==> config.mk <==
export PLATFORM = sky130hd
export DESIGN_NAME = fifo_uart_tx_flat
export DESIGN_NICKNAME = d
export VERILOG_FILES = /design/src/rtl/fifo_uart_tx_if.sv /design/src/rtl/fifo_uart_tx.sv /design/src/flat_wrapper.sv
export SDC_FILE = /design/constraint.sdc
export NUM_CORES = 1
export LEC_CHECK = 0
export CORE_AREA = 2 2 54 56
export CTS_BUF_LIST = sky130_fd_sc_hd__clkbuf_2 sky130_fd_sc_hd__clkbuf_4 sky130_fd_sc_hd__clkbuf_8
export CTS_CLUSTER_SIZE = 20
export DETAILED_ROUTE_END_ITERATION = 10
export DIE_AREA = 0 0 56 58
export PLACE_DENSITY = 0.54
export SYNTH_ARGS = -nofsm -noshare
export SYNTH_HDL_FRONTEND = slang
export SYNTH_SLANG_ARGS = --single-unit
export TNS_END_PERCENT = 10
==> constraint.sdc <==
create_clock -name clk -period 2.5 [get_ports clk]
set_clock_uncertainty 0.15 [all_clocks]
set_input_delay 0.25 -clock clk [delete_from_list [all_inputs] [get_ports clk]]
set_output_delay 0.25 -clock clk [all_outputs]
set_load 0.02 [all_outputs]
Figure 1. Gate families picked out (run 1).
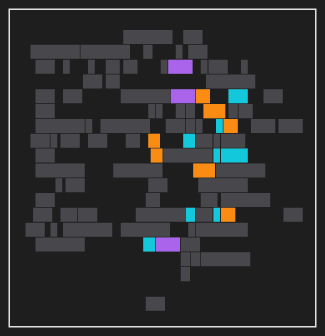
Key: nor cells = cyan [cells 8]; fa/ha/maj cells = purple [cells 3]; and/or cells = orange [cells 7]
Final Instance Count excl. Fillers: 127
multi-input gate share of the layout cell area: 33.33%
top logic cell by instance count in the layout: dfrtp_1

Figure 2. Routing congestion map (run 1).
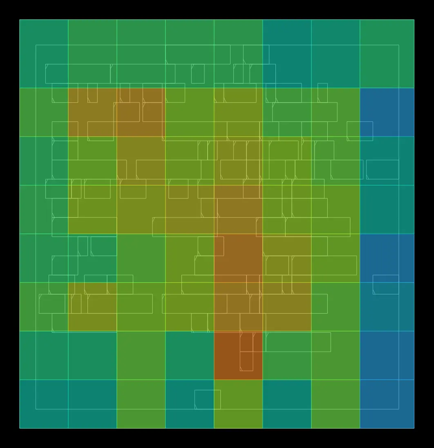
met3 GRT Util: 2.902%
detailed-route wire length per cell: 13.88 um
met1 layer usage reported by global route: 17.38%
core occupancy in the finished layout: 41.59%

Figure 3. Sequential cells colored by netlist name (run 1).
Bar = 20 um. Other sequential cells in the stronger gray, the rest of the logic in the fainter gray.
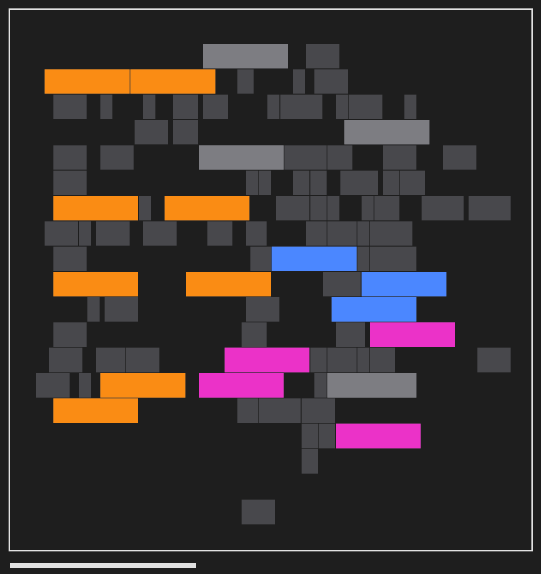
Key: u_core.r_shreg = orange [sequential cells 8]; u_core.r_baud = magenta [sequential cells 4]; u_core.r_state = blue [sequential cells 3]
sequential fraction of total cell area: 43.05%
footprint of the flip-flops and latches: 476.7 um2

==> qor.tcl, run 1 <==
set qor(finalSetupViolations) 0
set qor(clock_sink_count) 19
set qor(endpoint_kind) {output pin}
set qor(syn-cell-area_um2) 905.9
set qor(finalSetupTns_ns) 0
set qor(route.detailed.drc) 0
set qor(holdCritPathClass) {input port to async pin}
set qor(cts_made_buffers) 3
set qor(place_congestion) 0.7198
set qor(die_height_um) 58
set qor(num_antenna_cells) 0
set qor(wl_um) 1763
set qor(rsz_0062_raised_after_global_routing) {no}
set qor(yosys_register_bits) 19
set qor(p_leak_nw) 0.5583
set qor(dpl-instance-area_um2) 1071
set qor(busiest_layer) {met2}
set qor(fin_area_um2) 1107
set qor(area_contributors_post_synth) {dfrtp_1, a222oi_1, ha_1}
set qor(number_of_top_level_pins) 16
set qor(post_dr_vias_cell) 5.157
set qor(portion_of_synthesized_cell_area_occupied_by_the_leading_cell_type_pct) 49.72
set qor(cts.htree.levels) 1
set qor(synth.yosys.seq_area_share_pct) 52.62
set qor(run_status) {finished, final reports clean}
set qor(setup_slack_ns) 0.3042
set qor(synth_top_cell_by_area) {dfrtp_1}
set qor(post_synth.cell_area_avg_um2) 11.32
set qor(timing.critical_path.arrival_ns) 1.80
set qor(startpoint_type) {flip-flop}
set qor(grt_pass1_vias) 644
set qor(yosys_warnings) 0
set qor(worstPathRequired_ns) 2.10
set qor(gr-total-overflow) 0
set qor(cts_setup_buffers) 0
set qor(grt_start_max_net_pins) 20
set qor(layout_top_cells_excl_fill_tap) {dfrtp_1, clkdlybuf4s50_1, inv_1}
set qor(grt_antenna_before_repair) 0
set qor(die.size.x_um) 56
set qor(classification_of_the_worst_setup_path) {flip-flop to output pin}
set qor(grt_first_pass_wirelength_um) 3022
set qor(ant_nets) 0
set qor(globalRouteMet2Util_pct) 17.65
set qor(clockBufferDepth) 2
==> run 1: area by class of cell <==
type,instances,area share (%)
timing repair buffer,16,14.69
sequential,19,43.05
clock buffer,3,2.034
tap,31,3.503
clock inverter,1,0.6780
inverter,8,2.712
multi-input combinational,49,33.33
==> run 1: metrics by stage <==
step / total power [mW] / hold slack (ns)
floorplan: 0.3291 / -0.1956
global placement: 0.3579 / 0.3302
detailed placement: 0.3580 / 0.3340
CTS: 0.5223 / 0.1944
global route: 0.5405 / 0.2153
finish: 0.5121 / 0.1941
==> run 1: metal layers <==
metal | vias up | part of all wire, %
met4 | 0 | 0.74
met5 | - | 0
met2 | 17 | 44
li1 | 321 | -
met1 | 315 | 50
met3 | 2 | 4.8
==> run 1: cell usage after synthesis <==
library cell,count
dfrtp_1,18
inv_1,8
nand2_1,7
a222oi_1,6
o21ai_0,4
a21oi_1,3
ha_1,3
nor2_1,3
and3_1,2
and3_2,2
buf_6,2
nor2b_1,2
a211oi_2,1
a21bo_1,1
a221o_1,1
a22o_1,1
a32o_1,1
and2_1,1
and3_4,1
clkbuf_1,1
clkbuf_2,1
dfstp_2,1
mux2i_1,1
nand4b_1,1
nor2b_4,1
nor3_1,1
nor3_2,1
o21ai_1,1
o21bai_1,1
o2bb2ai_1,1
or3_4,1
xnor2_1,1
==> run 1: kinds of logic (layout without fill, tap and decap cells) <==
kind of cell               count (synthesis)  count (layout)  share of synthesized area, %
muxes                                      1               1                         1.105
DFF                                       19              19                         52.62
adders and majority gates                  3               3                         4.144
xor gates and xnor gates                   1               1                        0.9670
buffers and inverters                     12              28                         6.767
AOI/OAI and AO/OA                         21              21                         18.51
and+or+nand+nor                           23              23                         15.88
==> run 1: power groups by stage <==
stage,clock network (mW),registers (mW),logic (mW)
final,0.161,0.317,0.0350
after global routing,0.184,0.317,0.0391
after CTS,0.170,0.316,0.0359
after detailed placement,0,0.322,0.0356
after global placement,0,0.322,0.0356
after floorplan,0,0.323,0.00642
==> run 1: what timing repair did <==
item,4_1_cts,5_1_grt
setup endpoints to repair,1,2
hold buffers,0,0
gates resized,1,2
pin swaps,0,0
==> run 1: worst max-delay path, stage by stage, from the launching register on <==
cell             delay, ns
dfrtp_1               0.50
or3_4                 0.45
clkdlybuf4s50_1       0.55
Figure 4. Layout detail (run 1).
Bar = 10 um. Region (2, 2) to (27, 27) um. Cells in gray, sequential cells in the stronger gray; small squares are vias.
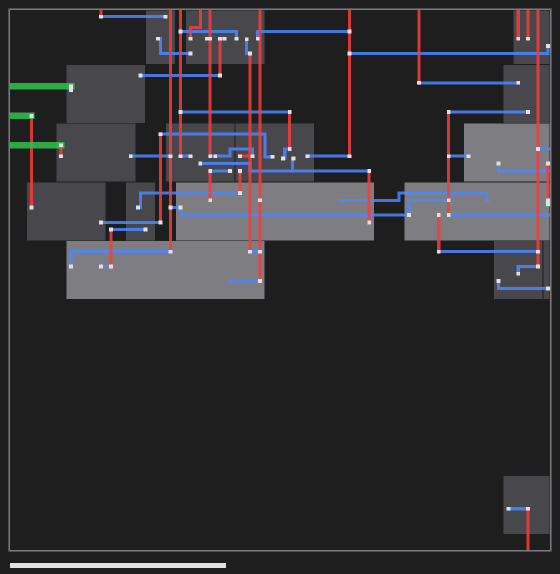

## Run 2: what changed since run 1
--- a/config.mk
+++ b/config.mk
@@ -5,13 +5,13 @@
 export SDC_FILE = /design/constraint.sdc
 export NUM_CORES = 1
 export LEC_CHECK = 0
-export CORE_AREA = 2 2 54 56
+export CORE_AREA = 2 2 45 47
 export CTS_BUF_LIST = sky130_fd_sc_hd__clkbuf_2 sky130_fd_sc_hd__clkbuf_4 sky130_fd_sc_hd__clkbuf_8
 export CTS_CLUSTER_SIZE = 20
 export DETAILED_ROUTE_END_ITERATION = 10
-export DIE_AREA = 0 0 56 58
-export PLACE_DENSITY = 0.54
+export DIE_AREA = 0 0 47 49
+export PLACE_DENSITY = 0.75
 export SYNTH_ARGS = -nofsm -noshare
 export SYNTH_HDL_FRONTEND = slang
 export SYNTH_SLANG_ARGS = --single-unit
-export TNS_END_PERCENT = 10
+export TNS_END_PERCENT = 30
Figure 5. Layout detail (run 2).
Bar = 10 um. Region (0, 0) to (25, 25) um. Cells in gray, sequential cells in the stronger gray; small squares are vias.
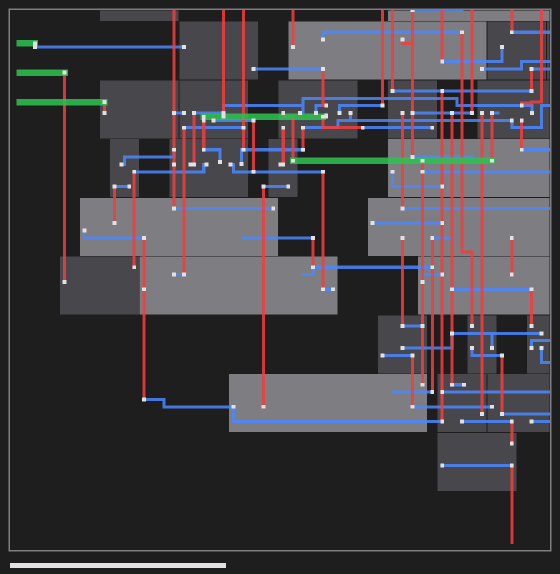
Key: metal 1 = blue; metal 3 = green; metal 2 = red
24 logic cells have their middle in the window. Sequential cells in the window: 7. Most frequent: dfrtp_1 (7), clkdlybuf4s50_1 (4).

Figure 6. Sequential cells colored by netlist name (run 2).
Bar = 10 um. Other sequential cells in the stronger gray, the rest of the logic in the fainter gray.
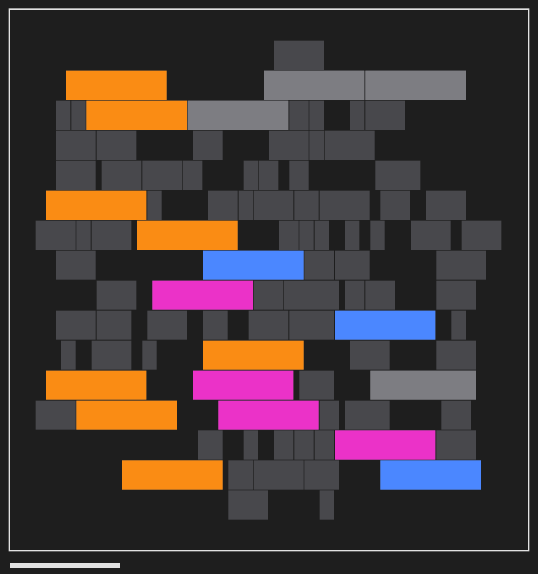
Key: u_core.r_state = blue [sequential cells 3]; u_core.r_shreg = orange [sequential cells 8]; u_core.r_baud = magenta [sequential cells 4, where bottom center]
sequential fraction of total cell area: 43.30%
core occupancy in the finished layout: 59.78%
power consumed by sequential cells: 0.316 mW

Figure 7. Routing congestion map (run 2).
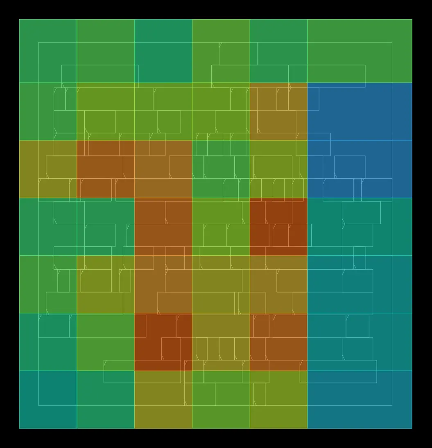
Tot GR Track Use: 16.78%
GRT Max-Usage Layer: met1
met3 GRT Util: 3.333%
global routing met2 resource utilization: 24.66%

==> run 2 against run 1 <==
Against the previous run: largest cell class unchanged; sequential share of layout area increased by 0.24 points; via count increased by 2.3%; clock power down 5%; fmax fell by 6.4%; sequential power barely moved; global-route usage rose by 4.6 points; worst setup slack worse by 0.15 ns; synthesized area is the same; utilization grew 18 points; die size fell by 29%; worst hold slack got worse by 0.032 ns; register-to-register slack better by 0.12 ns.
==> qor.tcl, run 2 <==
set qor(synth_top_cell_by_area) {dfrtp_1}
set qor(wl_um) 1629
set qor(num_antenna_cells) 0
set qor(clock_sink_count) 19
set qor(num_vias) 670
set qor(number_of_top_level_pins) 16
set qor(grt_start_max_net_pins) 20
set qor(portion_of_synthesized_cell_area_occupied_by_the_leading_cell_type_pct) 49.72
set qor(worstPathCellList) {ha_1 > and3_4 > and3_2 > clkdlybuf4s50_1}
set qor(place_congestion) 0.7350
set qor(post_dr_vias_cell) 5.447
set qor(yosys_register_bits) 19
set qor(grt_first_pass_wirelength_um) 2794
set qor(cts.htree.levels) 1
set qor(yosys_warnings) 0
set qor(layout_top_cells_excl_fill_tap) {dfrtp_1, clkdlybuf4s50_1, inv_1}
set qor(area_contributors_post_synth) {dfrtp_1, a222oi_1, ha_1}
set qor(dpl-instance-area_um2) 1066
set qor(finalSetupTns_ns) 0
set qor(asyncSetResetFlopFracSynth_pct) 100.0
set qor(run_status) {finished, final reports clean}
set qor(max_slew.worst_pin.slew_ns) 0.5610
set qor(timing.critical_path.arrival_ns) 1.95
set qor(die_outline_area_um2) 2303
set qor(syn-cell-area_um2) 905.9
set qor(wl_per_cell_um) 13.24
set qor(synth_top_flop_cell) {dfrtp_1}
set qor(lay_top_count) {dfrtp_1}
set qor(worstPathRequired_ns) 2.10
set qor(cts_made_buffers) 3
set qor(yosys-top-cells-count) {dfrtp_1, inv_1, nand2_1, a222oi_1, o21ai_0}
set qor(p_leak_nw) 0.5418
set qor(timing.critical_path.slowest_cell_delay_ns) 0.59
set qor(floorplan.rows) 16
set qor(finalSetupViolations) 0
set qor(cts_setup_buffers) 0
set qor(power.sequential.fraction_pct) 62.9
set qor(clockBufferDepth) 2
set qor(io_buffers) 15
set qor(floorplan_core_area_um2) 1842
set qor(endpoint_kind) {output pin}
set qor(rsz_0062_raised_after_global_routing) {no}
set qor(post_synth.cell_area_avg_um2) 11.32
set qor(holdCritPathClass) {input port to async pin}
set qor(syn_to_final_growth_pct) 21.55
set qor(classification_of_the_worst_setup_path) {flip-flop to output pin}
set qor(gr-total-overflow) 0
set qor(startpoint_type) {flip-flop}
set qor(route.detailed.drc) 0
set qor(grt_antenna_before_repair) 0
set qor(synth.yosys.seq_area_share_pct) 52.62
set qor(most_instantiated_library_cell_after_synthesis) {dfrtp_1}
set qor(edf_count) 0
set qor(design_power_total_mw) 0.5029
==> run 2: cell counts after synthesis <==
Identical to the previous run, type by type.
==> run 2: worst max-delay path: cells and delay by family (launching register included) <==
| family | cells | cell delay, ns |
|---|---|---|
| simple gates | 2 | 0.43 |
| flops | 1 | 0.40 |
| fa+ha+maj | 1 | 0.22 |
| buf+inv | 1 | 0.59 |
==> run 2: logic make-up after synthesis <==
logic type | share of synthesized area [%]
AND/OR/NAND/NOR | 15.88
flip-flops | 52.62
multiplexers | 1.105
buffers and inverters | 6.767
adder cells (fa/ha/maj) | 4.144
AND-OR/OR-AND | 18.51
XOR/XNOR | 0.9670
==> run 2: cell type report <==
cell class                      count  area, um2
Timing Repair Buffer               16      160.2
Multi-Input combinational cell     49      372.9
Fill cell                         164      740.7
Clock inverter                      1      5.005
Clock buffer                        3      22.52
Inverter                            8      30.03
Sequential cell                    19      476.7
Tap cell                           27      33.78
==> run 2: power by group through the flow <==
stage	Clock [mW]	Sequential, mW	Combinational, mW
after global routing	0.173	0.317	0.0382
after global placement	0	0.322	0.0342
after detailed placement	0	0.322	0.0347
after floorplan	0	0.323	0.00642
final	0.153	0.316	0.0339
after CTS	0.155	0.316	0.0347
==> run 2: routing by layer <==
| layer | part of all wire (%) | up-vias | GRT usage [%] |
|---|---|---|---|
| met3 | 3.8 | 2 | 3.333 |
| met5 | 0 | - | 0 |
| met2 | 47 | 20 | 24.66 |
| met4 | 0.37 | 0 | 4.167 |
| met1 | 49 | 325 | 25.24 |
| li1 | - | 323 | - |
==> run 2: what timing repair did <==
item,CTS,global route
hold buffers,0,0
setup endpoints to repair,0,2
gates resized,0,3
==> run 2: stage by stage <==
step	setup slack (ns)	hold slack [ns]	utilization [%]	std cells
final	0.1544	0.1619	59.78	123
after global routing	0.04726	0.1797	59.78	123
after CTS	0.02550	0.1747	59.38	123
after detailed placement	0.3648	0.3305	57.88	119
after global placement	0.4200	0.3264	57.88	119
after floorplan	0.6482	-0.1956	-	80
Power figures rest on the tool's default switching activity, not on a simulated workload.
